===== src/rtl/alu_pipe_if.sv =====
// Handshake bundle between the ID/EX stage and alu_pipe.
// The master issues operations and consumes results; the slave is the ALU.
interface alu_pipe_if #(
    parameter int unsigned XLEN    = 32,
    parameter int unsigned SHAMT_W = $clog2(XLEN)
);
    logic               in_valid;
    logic               in_ready;
    logic [XLEN-1:0]    a;
    logic [XLEN-1:0]    b;
    logic [SHAMT_W-1:0] shamt;
    logic [3:0]         aluctrl;
    logic               out_valid;
    logic               out_ready;
    logic [XLEN-1:0]    aluout;
    logic               overflow;
    logic               zero;
    logic               lt;
    logic               ge;
    logic               busy;

    modport master (
        output in_valid, a, b, shamt, aluctrl, out_ready,
        input  in_ready, out_valid, aluout, overflow, zero, lt, ge, busy
    );

    modport slave (
        input  in_valid, a, b, shamt, aluctrl, out_ready,
        output in_ready, out_valid, aluout, overflow, zero, lt, ge, busy
    );
endinterface


===== src/rtl/alu_pipe.sv =====
// Pipelined RV32I/RV64I ALU with a registered valid/ready result stage.
// Define XGRISCV_ALU_MUL_EN to build the iterative radix-2 multiplier for aluctrl 1111.
module alu_pipe #(
    parameter int unsigned XLEN    = 32,
    parameter int unsigned SHAMT_W = $clog2(XLEN)
) (
    input logic       clk,
    input logic       rstn,
    alu_pipe_if.slave bus
);
    localparam logic [3:0] OpAdd   = 4'b0000;
    localparam logic [3:0] OpSub   = 4'b1000;
    localparam logic [3:0] OpAddu  = 4'b0010;
    localparam logic [3:0] OpSubu  = 4'b1010;
    localparam logic [3:0] OpSlt   = 4'b1101;
    localparam logic [3:0] OpSltu  = 4'b1100;
    localparam logic [3:0] OpMovea = 4'b0001;
    localparam logic [3:0] OpAnd   = 4'b0101;
    localparam logic [3:0] OpOr    = 4'b0110;
    localparam logic [3:0] OpXor   = 4'b0111;
    localparam logic [3:0] OpSll   = 4'b0011;
    localparam logic [3:0] OpSrl   = 4'b1001;
    localparam logic [3:0] OpSra   = 4'b1011;
    localparam logic [3:0] OpZero  = 4'b1110;
    localparam logic [3:0] OpRsvd  = 4'b0100;
    localparam logic [3:0] OpMul   = 4'b1111;

    logic               out_valid_q;
    logic [XLEN-1:0]    aluout_q;
    logic               overflow_q;
    logic               zero_q;
    logic               lt_q;
    logic               ge_q;
    logic               busy;
    logic               in_ready;
    logic               accept;

    logic [SHAMT_W-1:0] shamt;
    logic               sub_op;
    logic               signed_op;
    logic               cmp_op;
    logic [XLEN:0]      ext_a;
    logic [XLEN:0]      ext_b;
    logic [XLEN:0]      sum;
    logic [XLEN-1:0]    res;
    logic               res_ovf;
    logic               res_lt;

    assign shamt     = bus.shamt;
    assign in_ready  = ~busy & (~out_valid_q | bus.out_ready);
    assign accept    = bus.in_valid & in_ready;

    // Shared XLEN+1 bit adder; the extension bit carries sign, carry or borrow.
    assign sub_op    = bus.aluctrl[3];
    assign signed_op = (bus.aluctrl == OpAdd) || (bus.aluctrl == OpSub);
    assign cmp_op    = (bus.aluctrl == OpSlt) || (bus.aluctrl == OpSltu);
    assign ext_a     = {signed_op & bus.a[XLEN-1], bus.a};
    assign ext_b     = {signed_op & bus.b[XLEN-1], bus.b};
    assign sum       = ext_a + (sub_op ? ~ext_b : ext_b) + {{XLEN{1'b0}}, sub_op};

    always_comb begin
        res     = '0;
        res_ovf = 1'b0;
        case (bus.aluctrl)
            OpAdd, OpSub: begin
                res     = sum[XLEN-1:0];
                res_ovf = sum[XLEN] ^ sum[XLEN-1];
            end
            OpAddu, OpSubu: begin
                res     = sum[XLEN-1:0];
                res_ovf = sum[XLEN];
            end
            OpSlt:   res = {{(XLEN-1){1'b0}}, ($signed(bus.a) < $signed(bus.b))};
            OpSltu:  res = {{(XLEN-1){1'b0}}, (bus.a < bus.b)};
            OpMovea: res = bus.a;
            OpAnd:   res = bus.a & bus.b;
            OpOr:    res = bus.a | bus.b;
            OpXor:   res = bus.a ^ bus.b;
            OpSll:   res = bus.a << shamt;
            OpSrl:   res = bus.a >> shamt;
            OpSra:   res = $unsigned($signed(bus.a) >>> shamt);
            OpZero, OpRsvd, OpMul: res = '0;
            default: res = '0;
        endcase
        res_lt = cmp_op ? res[0] : res[XLEN-1];
    end

`ifdef XGRISCV_ALU_MUL_EN
    localparam int unsigned CntW = $clog2(XLEN);

    typedef enum logic [0:0] {StIdle, StMul} state_e;

    state_e          state_q;
    logic            busy_q;
    logic [XLEN-1:0] mul_a_q;
    logic [XLEN-1:0] mul_b_q;
    logic [XLEN-1:0] acc_q;
    logic [CntW-1:0] cnt_q;
    logic [XLEN-1:0] acc_next;
    logic            mul_last;
    logic            mul_done;

    assign busy     = busy_q;
    assign acc_next = acc_q + (mul_b_q[0] ? mul_a_q : '0);
    assign mul_last = (state_q == StMul) && (cnt_q == CntW'(XLEN - 1));
    // The final step waits rather than overwrite an unconsumed result.
    assign mul_done = mul_last & (~out_valid_q | bus.out_ready);

    always_ff @(posedge clk) begin
        if (!rstn) begin
            state_q     <= StIdle;
            busy_q      <= 1'b0;
            out_valid_q <= 1'b0;
            aluout_q    <= '0;
            overflow_q  <= 1'b0;
            zero_q      <= 1'b0;
            lt_q        <= 1'b0;
            ge_q        <= 1'b1;
            mul_a_q     <= '0;
            mul_b_q     <= '0;
            acc_q       <= '0;
            cnt_q       <= '0;
        end else begin
            if (out_valid_q && bus.out_ready) begin
                out_valid_q <= 1'b0;
            end
            if (state_q == StIdle) begin
                if (accept && (bus.aluctrl == OpMul)) begin
                    state_q <= StMul;
                    busy_q  <= 1'b1;
                    mul_a_q <= bus.a;
                    mul_b_q <= bus.b;
                    acc_q   <= '0;
                    cnt_q   <= '0;
                end else if (accept) begin
                    out_valid_q <= 1'b1;
                    aluout_q    <= res;
                    overflow_q  <= res_ovf;
                    zero_q      <= (res == '0);
                    lt_q        <= res_lt;
                    ge_q        <= ~res_lt;
                end
            end else if (!mul_last) begin
                acc_q   <= acc_next;
                mul_a_q <= mul_a_q << 1;
                mul_b_q <= mul_b_q >> 1;
                cnt_q   <= cnt_q + CntW'(1);
            end else if (mul_done) begin
                state_q     <= StIdle;
                busy_q      <= 1'b0;
                out_valid_q <= 1'b1;
                aluout_q    <= acc_next;
                overflow_q  <= 1'b0;
                zero_q      <= (acc_next == '0);
                lt_q        <= acc_next[XLEN-1];
                ge_q        <= ~acc_next[XLEN-1];
            end
        end
    end
`else
    assign busy = 1'b0;

    always_ff @(posedge clk) begin
        if (!rstn) begin
            out_valid_q <= 1'b0;
            aluout_q    <= '0;
            overflow_q  <= 1'b0;
            zero_q      <= 1'b0;
            lt_q        <= 1'b0;
            ge_q        <= 1'b1;
        end else if (accept) begin
            out_valid_q <= 1'b1;
            aluout_q    <= res;
            overflow_q  <= res_ovf;
            zero_q      <= (res == '0);
            lt_q        <= res_lt;
            ge_q        <= ~res_lt;
        end else if (bus.out_ready) begin
            out_valid_q <= 1'b0;
        end
    end
`endif

    assign bus.in_ready  = in_ready;
    assign bus.out_valid = out_valid_q;
    assign bus.aluout    = aluout_q;
    assign bus.overflow  = overflow_q;
    assign bus.zero      = zero_q;
    assign bus.lt        = lt_q;
    assign bus.ge        = ge_q;
    assign bus.busy      = busy;
endmodule

===== src/flat_wrapper.sv =====
// flat-port wrapper written by rule: the top's interface ports become plain ports
module alu_pipe_flat 
#(
    parameter int unsigned XLEN    = 32,
    parameter int unsigned SHAMT_W = $clog2(XLEN)
)
  (clk, rstn, bus_in_valid, bus_a, bus_b, bus_shamt, bus_aluctrl, bus_out_ready, bus_in_ready, bus_out_valid, bus_aluout, bus_overflow, bus_zero, bus_lt, bus_ge, bus_busy);
  alu_pipe_if #(.XLEN(XLEN), .SHAMT_W(SHAMT_W)) bus_i ();
  input logic clk;
  input logic rstn;
  input wire logic [$bits(bus_i.in_valid)-1:0] bus_in_valid;
  input wire logic [$bits(bus_i.a)-1:0] bus_a;
  input wire logic [$bits(bus_i.b)-1:0] bus_b;
  input wire logic [$bits(bus_i.shamt)-1:0] bus_shamt;
  input wire logic [$bits(bus_i.aluctrl)-1:0] bus_aluctrl;
  input wire logic [$bits(bus_i.out_ready)-1:0] bus_out_ready;
  output wire logic [$bits(bus_i.in_ready)-1:0] bus_in_ready;
  output wire logic [$bits(bus_i.out_valid)-1:0] bus_out_valid;
  output wire logic [$bits(bus_i.aluout)-1:0] bus_aluout;
  output wire logic [$bits(bus_i.overflow)-1:0] bus_overflow;
  output wire logic [$bits(bus_i.zero)-1:0] bus_zero;
  output wire logic [$bits(bus_i.lt)-1:0] bus_lt;
  output wire logic [$bits(bus_i.ge)-1:0] bus_ge;
  output wire logic [$bits(bus_i.busy)-1:0] bus_busy;
  assign bus_i.in_valid = bus_in_valid;
  assign bus_i.a = bus_a;
  assign bus_i.b = bus_b;
  assign bus_i.shamt = bus_shamt;
  assign bus_i.aluctrl = bus_aluctrl;
  assign bus_i.out_ready = bus_out_ready;
  assign bus_in_ready = bus_i.in_ready;
  assign bus_out_valid = bus_i.out_valid;
  assign bus_aluout = bus_i.aluout;
  assign bus_overflow = bus_i.overflow;
  assign bus_zero = bus_i.zero;
  assign bus_lt = bus_i.lt;
  assign bus_ge = bus_i.ge;
  assign bus_busy = bus_i.busy;
  alu_pipe #(.XLEN(XLEN), .SHAMT_W(SHAMT_W)) u_core (.clk(clk), .rstn(rstn), .bus(bus_i));
endmodule

===== config.mk =====
export PLATFORM = sky130hd
export DESIGN_NAME = alu_pipe_flat
export DESIGN_NICKNAME = d
export VERILOG_FILES = /design/src/rtl/alu_pipe_if.sv /design/src/rtl/alu_pipe.sv /design/src/flat_wrapper.sv
export SDC_FILE = /design/constraint.sdc
export NUM_CORES = 1
export LEC_CHECK = 0
export CAP_MARGIN = 20
export CORE_ASPECT_RATIO = 0.7
export CORE_UTILIZATION = 55
export CTS_CLUSTER_SIZE = 16
export DETAILED_ROUTE_END_ITERATION = 12
export PLACE_DENSITY = 0.88
export SKIP_CTS_REPAIR_TIMING = 1
export SLEW_MARGIN = 20
export SYNTH_ARGS = -nofsm -noshare
export SYNTH_HDL_FRONTEND = slang
export SYNTH_SLANG_ARGS = --single-unit

===== constraint.sdc =====
create_clock -name clk -period 12.7 [get_ports clk]
set_clock_uncertainty 0.1 [all_clocks]
set_input_delay 2.54 -clock clk [delete_from_list [all_inputs] [get_ports clk]]
set_output_delay 2.54 -clock clk [all_outputs]
set_load 0.02 [all_outputs]

==> images/met1.png <==
Bar = 50 µm. Supply wires on this layer in grey.
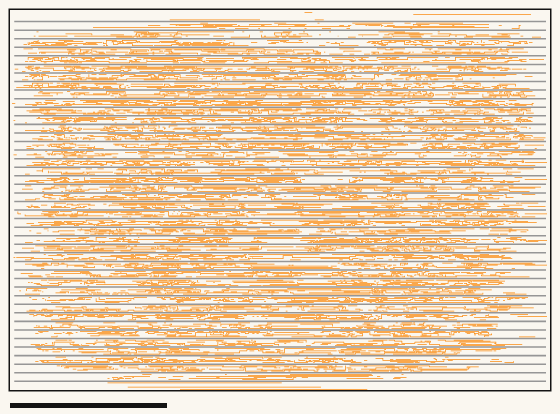
nets with wire on the layer	1,496
wire length on this layer	18,800 µm
longest straight run	61.2 µm
share of all routed wire	41%

==> images/met2.png <==
Bar = 50 µm.
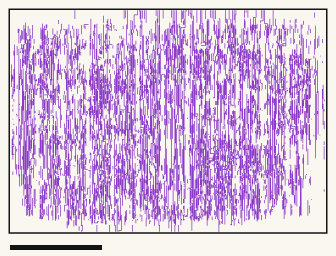
nets with wire on the layer	1,370
main direction	vertical
share of all routed wire	40%

==> job_summary.md <==
### Flow metrics

| Metric | Value |
|---|---|
| Remaining design rule violation count | 0 |
| Required time of the worst setup path | roughly 13 ns |
| Worst Hold Launch | u_core.bus.aluout[1] |
| Type of destination of the critical path | flop |
| Clock network power | 0.167 mW |
| Data arrival time of the worst path | ~6.8 ns |
| Final weighted congestion in routability-driven placement | 1.11 |
| Cell area after synthesis | between 10,000 and 15,000 µm² |
| Synthesized-area fraction occupied by adder cells | between 10 and 15% |
| Mean post-synth cell area | 7.60 µm² |
| Worst reg2reg path endpoint | u_core.bus.zero |
| Dominant cell by count in the synthesized netlist | sky130_fd_sc_hd__nor2_1 |
| Reg power frac | 15.3% |
| Worst Hold Path Cells | 2 |
| Remaining max-slew budget at the tightest pin | 22.9% |
| Global-route wire length before repair | 69.6 mm |
| DP Wirelength | approximately 34 mm |
| Max FO, Critical Path | ~60 |
| Synthesis Warnings | 0 |
| Proportion of netlist area held by the largest area contributor | approximately 14% |
| DR iter-0 viols | 2,158 |
| Endpoint of the worst setup timing path | u_core.bus.zero |
| Vias in the first global route | about 12,000 |
| Path depth of the worst reg2reg path | 10 |
| Core utilization before placement | around 57% |
| Reported net switching power | approximately 0.4 mW |
| Final tally of setup violations | 0 |
| Floorplan Nets | around 1,700 |
| Antenna violations before repair | 1 |
| Port Buffers | 114 |
| Slowest cell delay on critical path | roughly 0.67 ns |
| Worst voltage drop across the vdd grid | 0.0000704 V |
| Count of library flops with an enable pin | 0 |
| Clock tree from TritonCTS | yes |
| Leakage power | around 5 nW |
| Comb power | 0.555 mW |
| Final total power | 0.853 mW |
| Number of levels in the clock H-tree | 2 |
| Die boundary width | approximately 170 µm |
| Count of warning messages emitted by the tools | 90 |
| Number of detailed-routing iterations run before antenna repair | 7 |
| Slew at the pin closest to its max-slew limit | about 1.2 ns |
| Cell count after synthesis | 1,455 |
| Root buffer cell | sky130_fd_sc_hd__clkbuf_16 |
| Fraction of layout instances using a drive strength above 1 | 10.0% |
| Final clock period utilization by the worst path | a little over half |
| Largest power group | combinational cells |
| Largest net degree at the start of global routing | 61 |
| Setup repair after global routing missed its margin | false |
| Core footprint | roughly 19,000 µm² |
| Area fraction in xor and xnor cells | between 3 and 4% |
| Final Net Count | 1,677 |
| Total sequential power | 0.131 mW |
| Post-DR vias/cell | 7.22 |
| Register-to-register setup slack | 9.94 ns |
| Buffer-and-inverter tally for the worst setup path | 2 |
| Cell count in the Yosys report | 1,455 |
| Most frequently placed logic cells in the final layout | 137 x sky130_fd_sc_hd__nor2_1, 127 x sky130_fd_sc_hd__nand2_1, 127 x sky130_fd_sc_hd__ha_1, 109 x sky130_fd_sc_hd__clkdlybuf4s50_1, 101 x sky130_fd_sc_hd__a21oi_1 |
| List of most frequent post-synthesis cells | 138 x sky130_fd_sc_hd__nor2_1, 127 x sky130_fd_sc_hd__ha_1, 127 x sky130_fd_sc_hd__nand2_1 |
| Upper clock frequency limit | 0.150 GHz |
| I/O pin total | 116 |
| Clock-pin slew on the worst setup and hold paths | 0.07 ns |
| Remaining antenna violation count after routing | 0 |
| CTS Buf Count | 5 |
| Sink Count | 37 |
| Most prevalent standard cell on the critical path | sky130_fd_sc_hd__nand4_1 |
| Unique cell type count in the Yosys netlist | 90 |
| Maximum buffer depth of the clock tree | 2 |
| CP Cell Sequence | buf_2 > buf_4 > xor2_1 > ha_1 > o211ai_1 > a21oi_1 > o21ai_0 > a31oi_1 > or4b_2 > nand4_1 > nand4_1 > nor4_1 > nand4_1 > o21ai_1 |
| Cell type with the highest aggregate area in the netlist | sky130_fd_sc_hd__ha_1 |
| Clock share of power | around a fifth |
| Internal Power | 0.454 mW |
| Count of final hold-check violations | 0 |
| Worst path slowest cell | sky130_fd_sc_hd__buf_4 |
| Gr ovfl total | 0 |
| Startpoint of the worst-slack reg-to-reg timing path | u_core.bus.out_valid |
| Area of the die | between 20,000 and 25,000 µm² |
| Placement Rows | between 40 and 50 |
| Switching fraction of total power | a little under half |
| Post-synthesis mux area share | 21.3% |
| Main logic family | AND-OR/OR-AND gates |
| Hold Path Class | flop to flop |
| Global-route usage over all layers | 44.3% |
| Critical path type | input pin to flop |
| Average wire per cell in the routed design | 26.3 µm |
| Share of synthesized registers carrying an async set or reset | 0% |
| Simple-gate area share of the yosys netlist | 19.7% |
| Outcome | finished clean |
| Crit path depth | 14 |
==> images/met3.png <==
Cells faint in the background.
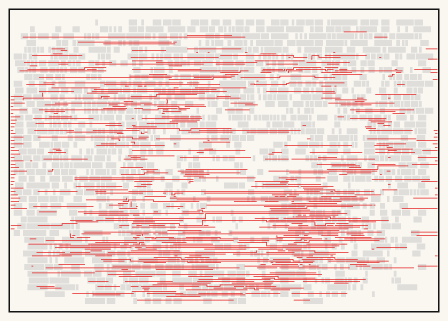
main direction	horizontal
wire length on this layer	7,350 µm
share of all routed wire	16%
longest straight run	88.8 µm
met3 usage: 15.6%
Post-Route WL: 45.8 mm
total number of vias: 12,500

==> images/met4.png <==
Bar = 50 µm. Supply wires on this layer in grey.
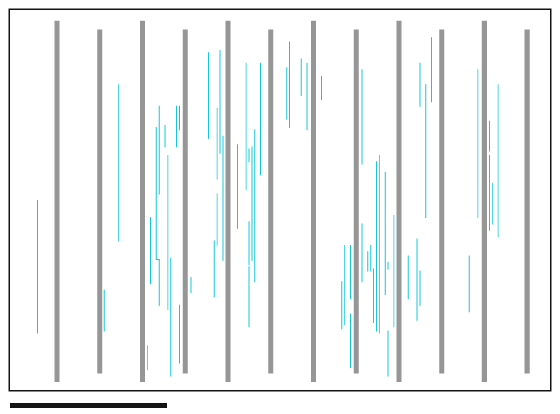
nets with wire on the layer	54
main direction	vertical

-- cell families after synthesis --
group / Yosys count
DFF: 37
buffers and inverters: 217
xor gates and xnor gates: 50
other: 1
muxes: 153
AOI/OAI and AO/OA: 415
adders and majority gates: 128
and+or+nand+nor: 454
-- worst register-to-register path, delay by kind of cell, from the launching register on --
kind	cells	cell delay [ns]
buf+inv	1	0.26
simple gates	6	1.36
flops	1	0.31
compound gates	3	0.69
-- layout make-up --
cell class | count | area [µm²]
multi-input combinational | 1201 | 9410
sequential | 37 | 741
inverter | 90 | 338
clock inverter | 3 | 68.8
timing repair buffer | 137 | 1290
clock buffer | 5 | 125
tap | 264 | 330
antenna | 1 | 2.50
fill | 1757 | 6980
-- sequential cells by signal (all words and copies together) (netlist names) --
| name | cells |
|---|---|
| u_core.bus.aluout | 32 |
| u_core.bus.ge | 1 |
| u_core.bus.lt | 1 |
| u_core.bus.out_valid | 1 |
| u_core.bus.overflow | 1 |
| u_core.bus.zero | 1 |
-- stage by stage --
stage / util [%] / hold WS (ns) / setup slack [ns] / instance area [µm²] / cells
after floorplan: - / 0.435 / 6.13 / 11100 / 1455
after global placement: 62.8 / 0.345 / 6.06 / 12100 / 1729
after detailed placement: 62.8 / 0.346 / 5.93 / 12100 / 1729
after CTS: 63.8 / 0.354 / 6.22 / 12300 / 1737
after global routing: 63.8 / 0.366 / 5.71 / 12300 / 1737
final: 63.8 / 0.356 / 6.03 / 12300 / 1738
-- routing by layer --
metal / GRT usage, % / part of all wire, % / vias to the layer above
li1: - / - / 5453
met1: 64.0 / 41 / 5991
met2: 61.1 / 40 / 976
met3: 15.6 / 16 / 125
met4: 12.0 / 3.2 / 0
met5: 0 / 0 / -
No activity file was given, so power comes from the tool's default toggle rates.
